--- src/rtl/rv32i_pkg.sv ---
// Shared RV32I definitions: ALU opcode width and the ALU opcode set.
// Opcode 0 and anything above 10 act as a nop (result 0).
package rv32i_pkg;

   localparam int unsigned OPW = 8;

   localparam logic [OPW-1:0] ALU_NOP  = 8'd0;
   localparam logic [OPW-1:0] ALU_ADD  = 8'd1;
   localparam logic [OPW-1:0] ALU_SUB  = 8'd2;
   localparam logic [OPW-1:0] ALU_SLL  = 8'd3;
   localparam logic [OPW-1:0] ALU_SLT  = 8'd4;
   localparam logic [OPW-1:0] ALU_SLTU = 8'd5;
   localparam logic [OPW-1:0] ALU_XOR  = 8'd6;
   localparam logic [OPW-1:0] ALU_SRL  = 8'd7;
   localparam logic [OPW-1:0] ALU_SRA  = 8'd8;
   localparam logic [OPW-1:0] ALU_OR   = 8'd9;
   localparam logic [OPW-1:0] ALU_AND  = 8'd10;

endpackage

--- src/rtl/alu_arbiter_if.sv ---
// Request/response bundle between the two requesters and alu_arbiter.
//   req_valid/req_ready  per-port request handshake
//   req0_*/req1_*        operands and opcode per port
//   rsp_valid/rsp_ready  per-port response handshake
//   rsp_res              shared result, meaningful where rsp_valid is set
// master: requester side, slave: arbiter side.
interface alu_arbiter_if
   import rv32i_pkg::*;
#(
   parameter int unsigned WIDTH = 32
);

   logic [1:0]       req_valid;
   logic [1:0]       req_ready;
   logic [WIDTH-1:0] req0_data1;
   logic [WIDTH-1:0] req0_data2;
   logic [OPW-1:0]   req0_op;
   logic [WIDTH-1:0] req1_data1;
   logic [WIDTH-1:0] req1_data2;
   logic [OPW-1:0]   req1_op;
   logic [1:0]       rsp_valid;
   logic [1:0]       rsp_ready;
   logic [WIDTH-1:0] rsp_res;

   modport master (
      output req_valid, req0_data1, req0_data2, req0_op,
      output req1_data1, req1_data2, req1_op, rsp_ready,
      input  req_ready, rsp_valid, rsp_res
   );

   modport slave (
      input  req_valid, req0_data1, req0_data2, req0_op,
      input  req1_data1, req1_data2, req1_op, rsp_ready,
      output req_ready, rsp_valid, rsp_res
   );

endinterface

--- src/rtl/alu.sv ---
// Combinational RV32I-style ALU.
//   a, b  operands
//   op    opcode from rv32i_pkg; unknown opcodes give 0
//   res   result
module alu
   import rv32i_pkg::*;
#(
   parameter int unsigned WIDTH = 32
) (
   input  logic [WIDTH-1:0] a,
   input  logic [WIDTH-1:0] b,
   input  logic [OPW-1:0]   op,
   output logic [WIDTH-1:0] res
);

   localparam int unsigned SHW = $clog2(WIDTH);

   logic [SHW-1:0] shamt;
   logic           lt_s;
   logic           lt_u;

   assign shamt = b[SHW-1:0];
   assign lt_s  = $signed(a) < $signed(b);
   assign lt_u  = a < b;

   always_comb begin
      res = '0;
      unique case (op)
         ALU_ADD:  res = a + b;
         ALU_SUB:  res = a - b;
         ALU_SLL:  res = a << shamt;
         ALU_SLT:  res = {{(WIDTH-1){1'b0}}, lt_s};
         ALU_SLTU: res = {{(WIDTH-1){1'b0}}, lt_u};
         ALU_XOR:  res = a ^ b;
         ALU_SRL:  res = a >> shamt;
         ALU_SRA:  res = $unsigned($signed(a) >>> shamt);
         ALU_OR:   res = a | b;
         ALU_AND:  res = a & b;
         default:  res = '0;
      endcase
   end

endmodule

--- src/rtl/alu_arbiter.sv ---
// Round-robin sharing of one ALU between two requesters (0: execute,
// 1: address/branch-target). Granted operands are registered and fed to
// u_alu; the result is held until its owner consumes it.
//   clk, rst_n  clock and synchronous active-low reset
//   bus         alu_arbiter_if slave: request and response handshakes
module alu_arbiter
   import rv32i_pkg::*;
#(
   parameter int unsigned WIDTH = 32
) (
   input  logic          clk,
   input  logic          rst_n,
   alu_arbiter_if.slave  bus
);

   logic             busy_q, busy_d;
   logic             owner_q, owner_d;
   logic             rr_last_q, rr_last_d;
   logic [WIDTH-1:0] d1_q, d1_d;
   logic [WIDTH-1:0] d2_q, d2_d;
   logic [OPW-1:0]   op_q, op_d;

   logic             free;
   logic [1:0]       grant;
   logic [1:0]       req_ready;
   logic             accept;
   logic             acc_port;
   logic [WIDTH-1:0] alu_res;

   // rsp_valid[owner] is just busy, so the slot frees when idle or when
   // the owner consumes this cycle.
   assign free = !busy_q || bus.rsp_ready[owner_q];

   // With both requesting, the port that did not win last time goes.
   assign grant[0] = bus.req_valid[0] && (!bus.req_valid[1] || rr_last_q);
   assign grant[1] = bus.req_valid[1] && (!bus.req_valid[0] || !rr_last_q);

   assign req_ready     = {2{free}} & grant;
   assign bus.req_ready = req_ready;
   assign accept        = |req_ready;
   assign acc_port      = req_ready[1];

   always_comb begin
      busy_d    = busy_q;
      owner_d   = owner_q;
      rr_last_d = rr_last_q;
      d1_d      = d1_q;
      d2_d      = d2_q;
      op_d      = op_q;
      if (accept) begin
         busy_d    = 1'b1;
         owner_d   = acc_port;
         rr_last_d = acc_port;
         d1_d      = acc_port ? bus.req1_data1 : bus.req0_data1;
         d2_d      = acc_port ? bus.req1_data2 : bus.req0_data2;
         op_d      = acc_port ? bus.req1_op    : bus.req0_op;
      end else if (busy_q && bus.rsp_ready[owner_q]) begin
         busy_d = 1'b0;
      end
   end

   always_ff @(posedge clk) begin
      if (!rst_n) begin
         busy_q    <= 1'b0;
         owner_q   <= 1'b0;
         rr_last_q <= 1'b1;
         d1_q      <= '0;
         d2_q      <= '0;
         op_q      <= '0;
      end else begin
         busy_q    <= busy_d;
         owner_q   <= owner_d;
         rr_last_q <= rr_last_d;
         d1_q      <= d1_d;
         d2_q      <= d2_d;
         op_q      <= op_d;
      end
   end

   assign bus.rsp_valid[0] = busy_q && !owner_q;
   assign bus.rsp_valid[1] = busy_q && owner_q;

   alu #(
      .WIDTH (WIDTH)
   ) u_alu (
      .a   (d1_q),
      .b   (d2_q),
      .op  (op_q),
      .res (alu_res)
   );

   assign bus.rsp_res = alu_res;

endmodule

--- src/flat_wrapper.sv ---
// flat-port wrapper written by rule: the top's interface ports become plain ports
module alu_arbiter_flat import rv32i_pkg::*;
#(
   parameter int unsigned WIDTH = 32
)
  (clk, rst_n, bus_req_valid, bus_req0_data1, bus_req0_data2, bus_req0_op, bus_req1_data1, bus_req1_data2, bus_req1_op, bus_rsp_ready, bus_req_ready, bus_rsp_valid, bus_rsp_res);
  alu_arbiter_if #(.WIDTH(WIDTH)) bus_i ();
  input  logic clk;
  input  logic rst_n;
  input wire logic [$bits(bus_i.req_valid)-1:0] bus_req_valid;
  input wire logic [$bits(bus_i.req0_data1)-1:0] bus_req0_data1;
  input wire logic [$bits(bus_i.req0_data2)-1:0] bus_req0_data2;
  input wire logic [$bits(bus_i.req0_op)-1:0] bus_req0_op;
  input wire logic [$bits(bus_i.req1_data1)-1:0] bus_req1_data1;
  input wire logic [$bits(bus_i.req1_data2)-1:0] bus_req1_data2;
  input wire logic [$bits(bus_i.req1_op)-1:0] bus_req1_op;
  input wire logic [$bits(bus_i.rsp_ready)-1:0] bus_rsp_ready;
  output wire logic [$bits(bus_i.req_ready)-1:0] bus_req_ready;
  output wire logic [$bits(bus_i.rsp_valid)-1:0] bus_rsp_valid;
  output wire logic [$bits(bus_i.rsp_res)-1:0] bus_rsp_res;
  assign bus_i.req_valid = bus_req_valid;
  assign bus_i.req0_data1 = bus_req0_data1;
  assign bus_i.req0_data2 = bus_req0_data2;
  assign bus_i.req0_op = bus_req0_op;
  assign bus_i.req1_data1 = bus_req1_data1;
  assign bus_i.req1_data2 = bus_req1_data2;
  assign bus_i.req1_op = bus_req1_op;
  assign bus_i.rsp_ready = bus_rsp_ready;
  assign bus_req_ready = bus_i.req_ready;
  assign bus_rsp_valid = bus_i.rsp_valid;
  assign bus_rsp_res = bus_i.rsp_res;
  alu_arbiter #(.WIDTH(WIDTH)) u_core (.clk(clk), .rst_n(rst_n), .bus(bus_i));
endmodule
--- config.mk ---
export PLATFORM = sky130hd
export DESIGN_NAME = alu_arbiter_flat
export DESIGN_NICKNAME = d
export VERILOG_FILES = /design/src/rtl/rv32i_pkg.sv /design/src/rtl/alu_arbiter_if.sv /design/src/rtl/alu.sv /design/src/rtl/alu_arbiter.sv /design/src/flat_wrapper.sv
export SDC_FILE = /design/constraint.sdc
export NUM_CORES = 1
export LEC_CHECK = 0
export CORE_ASPECT_RATIO = 1.2
export CORE_UTILIZATION = 30
export CTS_BUF_LIST = sky130_fd_sc_hd__clkbuf_8
export DETAILED_ROUTE_END_ITERATION = 10
export PLACE_DENSITY_LB_ADDON = 0.08
export REMOVE_ABC_BUFFERS = 1
export SYNTH_ARGS = -nofsm -noshare
export SYNTH_HDL_FRONTEND = slang
export SYNTH_SLANG_ARGS = --single-unit
--- constraint.sdc ---
create_clock -name clk -period 15.3 [get_ports clk]
set_clock_uncertainty 0.2 [all_clocks]
set_input_delay 4.59 -clock clk [delete_from_list [all_inputs] [get_ports clk]]
set_output_delay 4.59 -clock clk [all_outputs]
set_load 0.03 [all_outputs]
Power grid:
(1.5 px per um) Pins as bars on the die edge.
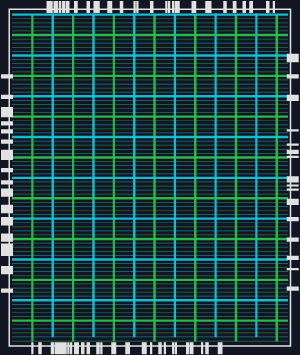
| colour | net |
|---|---|
| green | VSS |
| cyan | VDD |
met4 straps: 13
met1 rails: 81
signal pins: 186
rows: 80

Cell classes on the final placement:
(1 px per um) Fill, decap, tap and diode cells in grey.
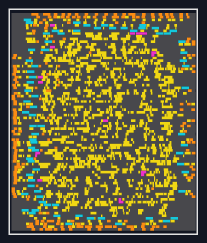
| colour | class | cells | share of their area |
|---|---|---|---|
| yellow | all other logic | 1454 | 73% |
| cyan | flip-flops | 75 | 11% |
| orange | other buffers and delay cells | 213 | 15% |
| magenta | clock drivers and dummy loads | 16 | 1.5% |

Routed clock nets over the placement:
(2 px per um)
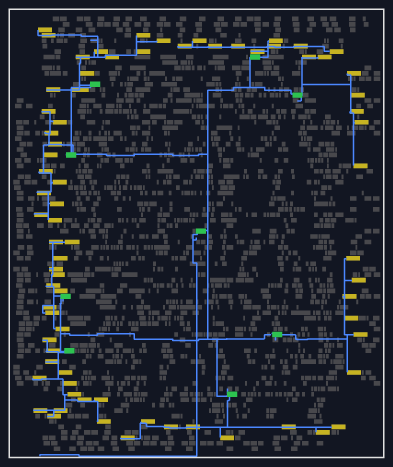
[blue] clock wires | length: 1610 um
[yellow] flip-flops | count: 75
[green] cells driving clock nets | count: 9
flops lie: spread over the die

Wiring by layer:
(1.5 px per um) Two of the layers only.
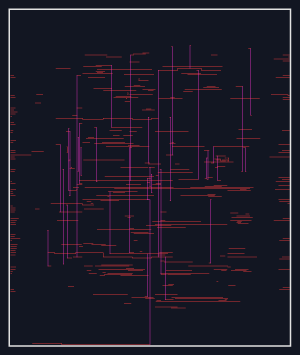
| colour | layer | wire length |
|---|---|---|
| magenta | met4 | 1580 um |
| red | met3 | 3150 um |

==> summary.txt <==
Results of the full flow below.

Cells and area:
- The run puts the number of sequential storage elements at 75.
- The run puts the final standard cell count with taps included and fillers excluded at ~2300.
- In the final design database the tool counted 2002 nets.
- The run puts the clock tree buffer count of the final layout at 11.
- The run gives the multi-input combinational cell count as ~1400.
- Per the run report, area growth between synthesis and finish was 19.2%.
- The largest registers in the layout are u_core.d1_q x32, u_core.d2_q x32, u_core.op_q x8.
- The run gives the flop share of the area as between 10% and 20%.
- The run puts the utilization of the core after routing at between 30% and 40%.
- The run puts the final instance area at 14600 um^2.
- The run gives the inverter count as 96.
- Among all cell classes, the greatest summed area belongs to combinational gates.
- By instance count after routing, the leading logic cell types are sky130_fd_sc_hd__clkdlybuf4s50_1, sky130_fd_sc_hd__nand2_1, sky130_fd_sc_hd__nor2_1.
- The final antenna diode tally reported by the flow is 2.
- The run puts the count of plain and timing-repair buffers in the layout at 213.
- The run puts the storage element area at ~1500 um^2.
- Per the cell usage report, the commonest logic cell in the layout is sky130_fd_sc_hd__clkdlybuf4s50_1.
- The filler cells instantiated in the layout total around 4300.
- The run puts the share of final layout cell area taken by clock buffers and inverters at under 10%.

Worst setup path:
- STA lists the endpoint of the worst register-to-register path as u_core.d2_q[30].
- Among all stages on the critical path, the maximum delay recorded is 0.73 ns.
- For reference, the critical path is captured by bus_req_ready[1].
- The worst register-to-register path has a setup slack of ~12 ns.
- The run gives the launching element type of the critical path as an input pin.
- The run gives the critical register-to-register path startpoint as u_core.owner_q.
- The run gives the required time at the endpoint of the critical path as about 11 ns.
- Along the worst path, the maximum fanout reaches 6.
- The script reports the combined buffer and inverter count of the critical path as 2.
- The run gives the count of cell instances traversed by the critical path as 6.
- The critical path in this run is classified as input pin to output port.
- The run puts the path depth of the worst reg2reg path at 9.
- In this run the worst setup path begins at bus_rsp_ready[1].
- The cell sequence reported for the critical path is clkdlybuf4s50_1 > mux2i_1 > nand2_1 > nand2_1 > a21oi_4 > clkdlybuf4s50_1.
- The run gives the top cell family by delay on the critical path as buffers and inverters.

Floorplanning:
- Before placement the cells fill a little under a third of the core.
- In this run the core area contains roughly 80 standard-cell rows.
- The run gives the top-level port count as approximately 190.
- The run puts the height of the die at approximately 220 um.
- The run puts the die outline area at 41700 um^2.
- The run puts the placeable core area at 40000 um^2.

Clock network:
- TritonCTS built the clock tree.
- Once the clock tree was built, the setup fixing pass inserted 0 buffers.
- The run puts the clock transition at the register clock pins on the worst setup and hold paths after CTS at 0.08 ns.
- The clock tree synthesis step divided the H-tree into 3 levels.
- As reported, the later end of the worst-skew pair has a clock insertion delay of approximately 0.45 ns.
- The run gives the count of instances resized after the clock tree is built as 0.
- The tree is rooted in a sky130_fd_sc_hd__clkbuf_8.
- The run puts the maximum clock insertion buffer count at 2.
- The CTS log lists the clock sinks for this run as 75.
- The run puts the cts-stage hold buffer count at 0.
- Per the TritonCTS log, the buffer count is 9.

Job:
- The number of maximum-capacitance violations recorded for the run is 0.
- The run puts the count of warning messages emitted by the tools at 90.

Global route:
- Global routing consumed, on the met2 layer, 44.9% of the routing resources.
- The run gives the met3 usage in global routing as approximately 3.2%.
- The run gives the total track usage as roughly 27%.
- The first global-routing pass estimated around 86 mm of wire.
- The run puts the number of global-route vias before repair at 13047.
- Entering global routing, the biggest net connects between 80 and 90 pins.
- For this run the aggregate overflow at the end of global routing stands at 0.
- The global routing stage identified its most utilized layer as met2.
- The run gives the initial antenna violation count as 3.
- The run gives the global routing met1 resource utilization as 36.7%.

STA:
- The run gives the count of endpoints failing hold in the final timing report as 0.
- The run puts the headroom to the max-slew limit at between 30 and 40%.
- The run puts the post-route worst hold slack at between 0.2 and 0.3 ns.
- Setup repair after global routing left no endpoint under its margin.
- The run gives the final critical delay including setup and external delays as roughly 11 ns.
- The run puts the smallest setup slack after layout at approximately 4.1 ns.
- The run gives the fmax as about 0.09 GHz.
- The run gives the total negative setup slack as 0 ns.
- The run puts the number of setup violations in the final report at 0.
- For the pin with the worst max-slew slack, the measured transition is between 0.9 and 1 ns.

Pwr:
- The run gives the power attributed to sequential cells as about 250 uW.
- The run puts the combinational share of power at between 60% and 70%.
- The run puts the switching share of total power at 50.2%.
- The run gives the final total power as about 1.2 mW.
- The run puts the largest vdd supply drop at ~0.047 mV.
- The run puts the net switching power of the design at a little under 600 uW.
- For this design the static power due to leakage is 5.63 nW.
- The run puts the total power divided by cell area at approximately 79 nW/um^2.
- The run puts the power attributed to the clock group at 177 uW.
- Combinational power for this build is about 730 uW.
- The run gives the power share of the clock group as 15.3%.
- The run puts the internal power at between 500 and 600 uW.

Route:
- The run puts the number of DRC violations after detailed-routing iteration 0 at ~1200.
- The run gives the met3 wire length as around 3.2 mm.
- The run puts the length of routed met2 wiring at approximately 27 mm.
- The run puts the met1 wire length at roughly 26 mm.
- The run puts the final routed wirelength across all metal layers at a little under 60 mm.
- The run gives the count of TritonRoute iterations in the first routing pass as 6.
- The routed layout has 13702 vias.
- Once detail routing completed, the nets flagged for antenna violations numbered 0.
- After detailed routing, the number of remaining DRC violations is 0.
- For this sky-water flow run, the detailed-routed wirelength per cell is reported as about 25 um.
- The run puts the ratio of routed vias to standard cells at approximately 6.
- Signal routing reaches up to met4.

Synth:
- The run gives the library cell with the highest instance count after synthesis as sky130_fd_sc_hd__nand2_1.
- For reference, the top logic cell family by area is AND-OR/OR-AND gates.
- The run puts the number of standard cells after synthesis at 1679.
- The synthesis report lists the most area-consuming cells as sky130_fd_sc_hd__dfxtp_1, sky130_fd_sc_hd__ha_1, sky130_fd_sc_hd__mux2i_1.
- In this run, the synthesized area fraction spent on AND-OR/OR-AND gates is recorded as between 30% and 40%.
- Per the synth stats, the flop cell with the highest instance count is sky130_fd_sc_hd__dfxtp_1.
- The run gives the arithmetic-cell share of the synthesized area counting full adders, half adders and majority gates as about a tenth.
- In this run, synthesis inferred 0 flip-flops with an integrated enable.
- The run gives the share of synthesized area occupied by flip-flops and latches as around an eighth.
- Yosys printed 0 warnings.
- The run puts the share of cell area taken by muxes after synthesis at 14.5%.
- Per the synthesis report, the single largest cell type by area occupies 12.2% of cell area.
- The run gives the cell count listed in synth_stat.txt as between 1500 and 2000.
- The run puts the count of unique library cells instantiated by Yosys at 84.
- The run gives the synthesized-area fraction occupied by and/or/nand/nor cells as a little under a fifth.
- For reference, the top cells by count after synthesis are sky130_fd_sc_hd__nand2_1, sky130_fd_sc_hd__nor2_1, sky130_fd_sc_hd__a21oi_1.
- The run gives the proportion of synthesized flip-flops having asynchronous set or reset as 0%.
- The run gives the cell type with the largest total area as sky130_fd_sc_hd__dfxtp_1.
- The run gives the post-synthesis instance area as 12300 um^2.
- The synthesized netlist devotes 0.0715% of its cell area to XOR and XNOR gates.
- The run puts the number of register bits inferred by synthesis at between 70 and 80.

Worst hold path:
- The run puts the depth of the worst hold-timing path at 2.
- The run gives the end point of the most critical hold path as u_core.d2_q[31].
- The min-delay analysis places its worst path in the category register to register.
- The run gives the critical hold path startpoint as u_core.d2_q[31].

Placed design:
- The placed instances occupy a cell area of 14400 um^2.
- The run gives the pre-CTS setup slack as between 4 and 5 ns.
- Detailed placement ended at an HPWL of around 43 mm.
- Once placement completed, the tool counted placed cells totaling approximately 2300.
- RePlAce ended its routability-driven mode at a weighted congestion of 0.943.

Outcome:
- The flow ran to the end, and the final reports show no timing, DRC or antenna violations.
Power figures rest on the tool's default switching activity, not on a simulated workload.
